## src/rtl/class_seq_pkg.sv

```systemverilog
// Shared defaults and FSM state encoding for the class vector sequencer.
package class_seq_pkg;

    localparam int NUM_CLASSES_D      = 8;
    localparam int FRAMES_PER_CLASS_D = 3;
    localparam int FRAME_W_D          = 64;
    localparam int CLASS_W_D          = 3;
    localparam int IDX_W_D            = 2;

    typedef enum logic [1:0] {
        ST_IDLE  = 2'd0,
        ST_FETCH = 2'd1,
        ST_HOLD  = 2'd2
    } seq_state_t;

endpackage

```

## src/rtl/class_seq_cnt.sv

```systemverilog
// Class/frame-index counter: loads a start class, steps through frames and,
// in sweep mode, carries into the next class. last flags the final frame.
module class_seq_cnt
    import class_seq_pkg::*;
#(
    parameter int NUM_CLASSES      = NUM_CLASSES_D,
    parameter int FRAMES_PER_CLASS = FRAMES_PER_CLASS_D,
    parameter int CLASS_W          = CLASS_W_D,
    parameter int IDX_W            = IDX_W_D
) (
    input  logic               clk,
    input  logic               rst_n,
    input  logic               load,
    input  logic [CLASS_W-1:0] load_class,
    input  logic               load_sweep,
    input  logic               advance,
    output logic [CLASS_W-1:0] cls,
    output logic [IDX_W-1:0]   idx,
    output logic               last
);

    localparam logic [IDX_W-1:0]   IDX_MAX = IDX_W'(FRAMES_PER_CLASS - 1);
    localparam logic [CLASS_W-1:0] CLS_MAX = CLASS_W'(NUM_CLASSES - 1);

    logic sweep_q;

    // Counter only moves on load/advance so the generator address holds in IDLE.
    always_ff @(posedge clk or negedge rst_n) begin
        if (!rst_n) begin
            cls     <= '0;
            idx     <= '0;
            sweep_q <= 1'b0;
        end else if (load) begin
            cls     <= load_class;
            idx     <= '0;
            sweep_q <= load_sweep;
        end else if (advance) begin
            if (idx == IDX_MAX) begin
                idx <= '0;
                if (sweep_q) cls <= cls + 1'b1;
            end else begin
                idx <= idx + 1'b1;
            end
        end
    end

    assign last = (idx == IDX_MAX) && (!sweep_q || (cls == CLS_MAX));

endmodule

```

## src/rtl/class_vec_seq.sv

```systemverilog
// Class vector sequencer: addresses class_vec_gen and streams registered
// frames of one class (or all classes) over a valid/ready handshake.
// Optional macro CLASS_SEQ_SWEEP_EN adds the req_all port (all-class sweep).
//
// state | meaning
// IDLE  | waiting for a request, req_ready=1
// FETCH | generator addressed, frame captured at end of cycle
// HOLD  | frame presented on out_*, waiting for out_ready
module class_vec_seq
    import class_seq_pkg::*;
#(
    parameter int NUM_CLASSES      = NUM_CLASSES_D,
    parameter int FRAMES_PER_CLASS = FRAMES_PER_CLASS_D,
    parameter int FRAME_W          = FRAME_W_D,
    parameter int CLASS_W          = CLASS_W_D,
    parameter int IDX_W            = IDX_W_D
) (
    input  logic               clk,
    input  logic               rst_n,
    input  logic               req_valid,
    output logic               req_ready,
    input  logic [CLASS_W-1:0] req_class,
`ifdef CLASS_SEQ_SWEEP_EN
    input  logic               req_all,
`endif
    input  logic               abort,
    output logic [CLASS_W-1:0] gen_frame_id,
    output logic [IDX_W-1:0]   gen_frame_index,
    input  logic [FRAME_W-1:0] gen_vec,
    output logic               out_valid,
    input  logic               out_ready,
    output logic [FRAME_W-1:0] out_data,
    output logic [CLASS_W-1:0] out_class,
    output logic [IDX_W-1:0]   out_frame,
    output logic               out_last,
    output logic               busy,
    output logic               err_bad_class
);

    seq_state_t state, state_nxt;
    logic       sweep_req, bad_class, start, advance, err_nxt, cnt_last;

`ifdef CLASS_SEQ_SWEEP_EN
    assign sweep_req = req_all;
`else
    assign sweep_req = 1'b0;
`endif

    // A sweep request ignores req_class entirely, range check included.
    assign bad_class = !sweep_req && (32'(req_class) >= NUM_CLASSES);

    class_seq_cnt #(
        .NUM_CLASSES     (NUM_CLASSES),
        .FRAMES_PER_CLASS(FRAMES_PER_CLASS),
        .CLASS_W         (CLASS_W),
        .IDX_W           (IDX_W)
    ) u_cnt (
        .clk       (clk),
        .rst_n     (rst_n),
        .load      (start),
        .load_class(sweep_req ? '0 : req_class),
        .load_sweep(sweep_req),
        .advance   (advance),
        .cls       (gen_frame_id),
        .idx       (gen_frame_index),
        .last      (cnt_last)
    );

    // Next-state logic; abort overrides every transition out of FETCH/HOLD.
    always_comb begin
        state_nxt = state;
        start     = 1'b0;
        advance   = 1'b0;
        err_nxt   = 1'b0;
        case (state)
            ST_IDLE: begin
                if (req_valid && !abort) begin
                    if (bad_class) begin
                        err_nxt = 1'b1;
                    end else begin
                        start     = 1'b1;
                        state_nxt = ST_FETCH;
                    end
                end
            end
            ST_FETCH: state_nxt = abort ? ST_IDLE : ST_HOLD;
            ST_HOLD: begin
                if (abort) begin
                    state_nxt = ST_IDLE;
                end else if (out_ready) begin
                    if (out_last) begin
                        state_nxt = ST_IDLE;
                    end else begin
                        advance   = 1'b1;
                        state_nxt = ST_FETCH;
                    end
                end
            end
            default: state_nxt = ST_IDLE;
        endcase
    end

    // State register.
    always_ff @(posedge clk or negedge rst_n) begin
        if (!rst_n) state <= ST_IDLE;
        else        state <= state_nxt;
    end

    // Output frame capture at the end of FETCH; held untouched through HOLD.
    always_ff @(posedge clk or negedge rst_n) begin
        if (!rst_n) begin
            out_data      <= '0;
            out_class     <= '0;
            out_frame     <= '0;
            out_last      <= 1'b0;
            err_bad_class <= 1'b0;
        end else begin
            err_bad_class <= err_nxt;
            if (state == ST_FETCH && !abort) begin
                out_data  <= gen_vec;
                out_class <= gen_frame_id;
                out_frame <= gen_frame_index;
                out_last  <= cnt_last;
            end
        end
    end

    assign out_valid = (state == ST_HOLD);
    assign req_ready = (state == ST_IDLE);
    assign busy      = (state != ST_IDLE);

endmodule

```

## config.mk

```make
export PLATFORM = sky130hd
export DESIGN_NAME = class_vec_seq
export DESIGN_NICKNAME = d
export VERILOG_FILES = /design/src/rtl/class_seq_pkg.sv /design/src/rtl/class_seq_cnt.sv /design/src/rtl/class_vec_seq.sv
export SDC_FILE = /design/constraint.sdc
export NUM_CORES = 1
export LEC_CHECK = 0
export ABC_AREA = 0
export CAP_MARGIN = 10
export CORE_MARGIN = 1.5
export CORE_UTILIZATION = 35
export DETAILED_ROUTE_END_ITERATION = 8
export GPL_ROUTABILITY_DRIVEN = 0
export PLACE_DENSITY = 0.66
export SETUP_SLACK_MARGIN = 0.02
export SYNTH_ARGS = -nofsm -noshare
export SYNTH_HDL_FRONTEND = slang
export SYNTH_SLANG_ARGS = --single-unit
export TNS_END_PERCENT = 20
```

## constraint.sdc

```tcl
create_clock -name clk -period 2 [get_ports clk]
set_input_delay 0.4 -clock clk [delete_from_list [all_inputs] [get_ports clk]]
set_output_delay 0.4 -clock clk [all_outputs]
set_load 0.02 [all_outputs]
```

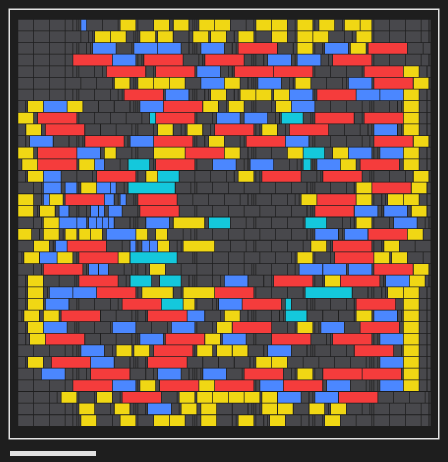
run_1/placement_by_type.png
The bar under the picture is 20 µm long. Fill, decap, tap and diode cells in gray.
- blue: combinational and other logic (cells 97)
- yellow: remaining buffers and delay cells (cells 165)
- cyan: clock drivers and dummy loads (cells 16)
- red: sequential cells (cells 77)

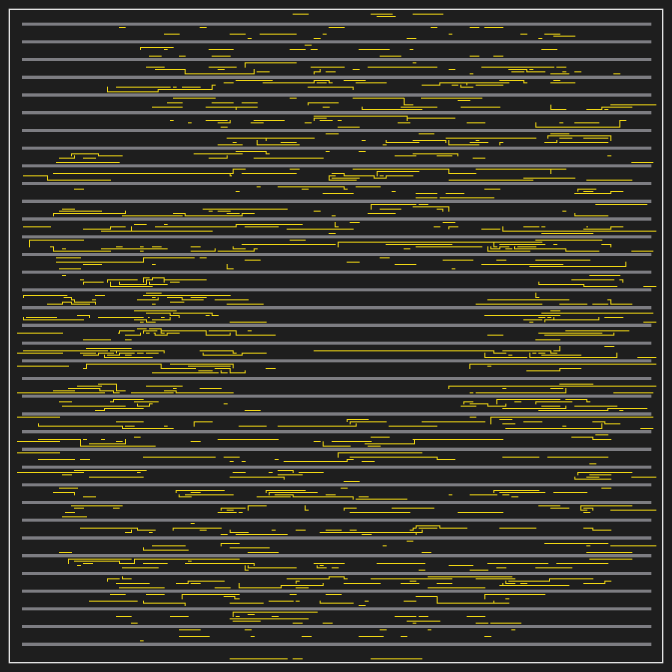
run_1/layer_met1.png
Supply wires on this layer in gray.
- longest straight run: 31.7 µm
- main direction: horizontal
- share of all routed wire: 44%

==> flow report, run 1 <==
===========================================================================
Slowest CP cell                                                sky130_fd_sc_hd__dfrtp_1
Static leakage                                                   0.00227 µW
1st-iter DRT viols                                                       37
Area inside the core boundary                                   0.00920 mm²
Number of vias per cell                                                4.53
Number of warnings the tools reported                                    26
Post-synth seq share                                                  58.4%
TritonCTS clock tree                                                    yes
Buffer levels on the longest clock path                                   2
Number of resized instances in the post-cts repair step                   3
Total die area                                                   0.0100 mm²
Max-cap check violation count                                             0
Non-clk buf share                                                     32.2%
Number of clock buffers inserted by TritonCTS                             9
Status                                                         finished, final reports clean
Commonest non-fill, non-tap cell in the layout                 sky130_fd_sc_hd__clkdlybuf4s50_1
Number of nets in the synthesized netlist                               255
Clock buffer count in the final layout                                   12
Met1 Usage GRT                                                        20.6%
Critical setup path kind                                         reg -> out
Number of vias in the routed layout                                    2110
Flops out of synthesis                                                   77
Switching power share of the total                                    29.4%
Final critical-path share of the clock period                         93.4%
M1 WL                                                               3210 µm
Count of buffers added by post-CTS timing repair for setup                0
Sinks on Clock Net                                                       77
Antenna cell count                                                        0
Latency at later pin                                                0.34 ns
Total routing resource utilization after global routing               15.1%
Synthesized cell area                                           0.00330 mm²
Class of the worst hold path                                    in -> async
Root cell of the clock tree                                    sky130_fd_sc_hd__clkbuf_8
Xor/xnor share of the synthesized area                                   0%
Post-synth tally of flip-flops with integrated enable                     0
Minimum period implied by the final worst setup slack               1.87 ns
FF-to-FF setup slack                                                0.47 ns
Fraction of final layout cells sized beyond drive strength 1          29.6%
Largest cell class by area                                     sequential cells
Reg2reg start                                                      state[1]
Cell count of the worst reg-to-reg path                                   5
Fa+ha+maj area frac                                                      0%
===========================================================================
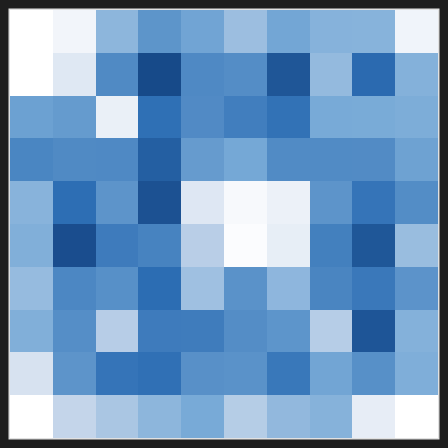
run_1/cell_density.png
10 x 10 tiles, from white (low) to dark blue (high), 0 to 100% covered.
- mean over tiles: 51%
- fullest tile: 90%
- tiles over 75% full: 10%
- nearly empty tiles: 5.0%

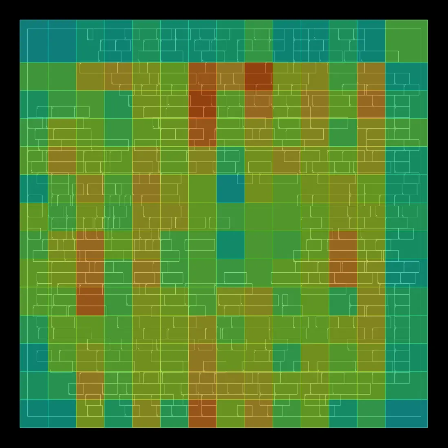
run_1/congestion.png
GRT met3 Usage: 3.41%
Finished Core Util: 56.5%

## run 1: worst reg2reg max path, cell delays in order, from the launching register on
cell	delay, ns
sky130_fd_sc_hd__dfrtp_1	0.38
sky130_fd_sc_hd__buf_4	0.16
sky130_fd_sc_hd__nor3b_4	0.18
sky130_fd_sc_hd__buf_4	0.17
sky130_fd_sc_hd__buf_12	0.20
sky130_fd_sc_hd__mux2_4	0.34
## run 1: kinds of logic after synthesis
group,count (synthesis)
flip-flops,77
AND-OR/OR-AND,6
buffers and inverters,14
AND/OR/NAND/NOR,13
other,1
multiplexers,72
## run 1: power groups by stage
stage	logic, µW	clock network (µW)	registers (µW)
2_1_floorplan	732	0	2830
3_3_place_gp	2470	0	2290
3_5_place_dp	2500	0	2290
4_1_cts	2500	1440	2280
5_1_grt	2600	1530	2330
6_report	2470	1410	2270
run_1/layer_met4.png
The bar under the picture is 20 µm long. Supply wires on this layer in gray.
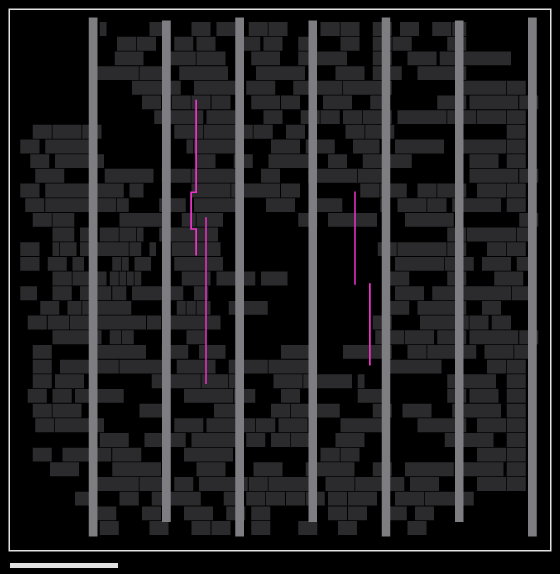

## Run 2: what changed since run 1
--- a/config.mk
+++ b/config.mk
@@ -11,9 +11,10 @@
 export CORE_UTILIZATION = 35
 export DETAILED_ROUTE_END_ITERATION = 8
 export GPL_ROUTABILITY_DRIVEN = 0
-export PLACE_DENSITY = 0.66
+export PLACE_DENSITY = 0.67
 export SETUP_SLACK_MARGIN = 0.02
 export SYNTH_ARGS = -nofsm -noshare
 export SYNTH_HDL_FRONTEND = slang
+export SYNTH_HIERARCHICAL = 1
 export SYNTH_SLANG_ARGS = --single-unit
 export TNS_END_PERCENT = 20
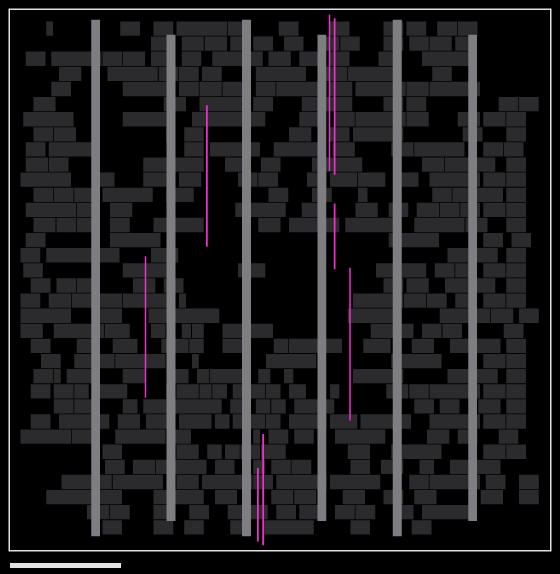
run_2/layer_met4.png
The bar under the picture is 20 µm long. Supply wires on this layer in gray.
- nets with wire on the layer: 6
- main direction: vertical
- share of all routed wire: 2.7%
- longest straight run: 27.9 µm
- wire length on this layer: 178 µm

==> run 2 against run 1 <==
  * Setup slack got worse by 0.066 ns
  * Area after synthesis down 5.9%
  * Synthesized cell count up 3.8%
  * Non-clock buffer count is 2 lower
  * Die size shrank 5.7%
  * Final cell count is 0.43% higher
  * Maximum frequency decreased by 3.4%
  * Register-to-register slack worse by 0.20 ns
  * Largest cell class unchanged
  * Largest power group unchanged
==> flow report, run 2 <==
=========================================================================
Finished Core Util                                                  57.8%
Switching power share of the total                                  31.2%
Static leakage                                                 0.00209 µW
Critical setup path kind                                       reg -> out
Met1 Usage GRT                                                      17.7%
Power dissipated in sequential cells                              2270 µW
Final critical-path share of the clock period                       96.7%
Status                                                       finished, final reports clean
Total die area                                                0.00944 mm²
Slowest CP cell                                              sky130_fd_sc_hd__clkdlybuf4s50_1
Count of buffers added by post-CTS timing repair for setup              0
FF-to-FF setup slack                                              0.27 ns
1st-iter DRT viols                                                     39
Number of vias in the routed layout                                  2154
Area inside the core boundary                                 0.00864 mm²
Number of resized instances in the post-cts repair step                 2
Xor/xnor share of the synthesized area                                 0%
Antenna cell count                                                      0
Number of vias per cell                                              4.60
TritonCTS clock tree                                                  yes
Commonest non-fill, non-tap cell in the layout               sky130_fd_sc_hd__clkdlybuf4s50_1
Combinational power                                               2310 µW
Sinks on Clock Net                                                     78
Post-synth tally of flip-flops with integrated enable                   0
Fa+ha+maj area frac                                                0.806%
Max power group                                              combinational cells
GRT met3 Usage                                                      5.40%
Max-cap check violation count                                           0
Number of warnings the tools reported                                  28
=========================================================================
run 2: cell types whose count changed in the layout (fill, tap and decap cells not counted), sizes merged, moves of 2 or more:
| cell | delta |
|---|---|
| buf | -2 |
| bufinv | -2 |
| ha | +2 |
| inv | -2 |
| mux2 | +3 |
| mux2i | +3 |
| nand2 | -3 |
| nand3b | +2 |
| nand4 | -2 |
| nor2 | +2 |
| o221ai | -2 |
run 2: layout make-up:
type / instances / share of cell area (%)
multi-input cells: 101 / 21.4
well taps: 108 / 2.71
clock inverters: 4 / 0.953
clock buffers: 11 / 2.83
inverters: 3 / 0.226
repair buffers: 163 / 32.8
flip-flops and latches: 78 / 39.1
run 2: per-layer routing:
metal,vias up,share of wire [%]
li1,992,-
met4,0,2.6
met2,92,47
met3,17,9.0
met1,1053,41
met5,-,0
Power figures rest on the tool's default switching activity, not on a simulated workload.
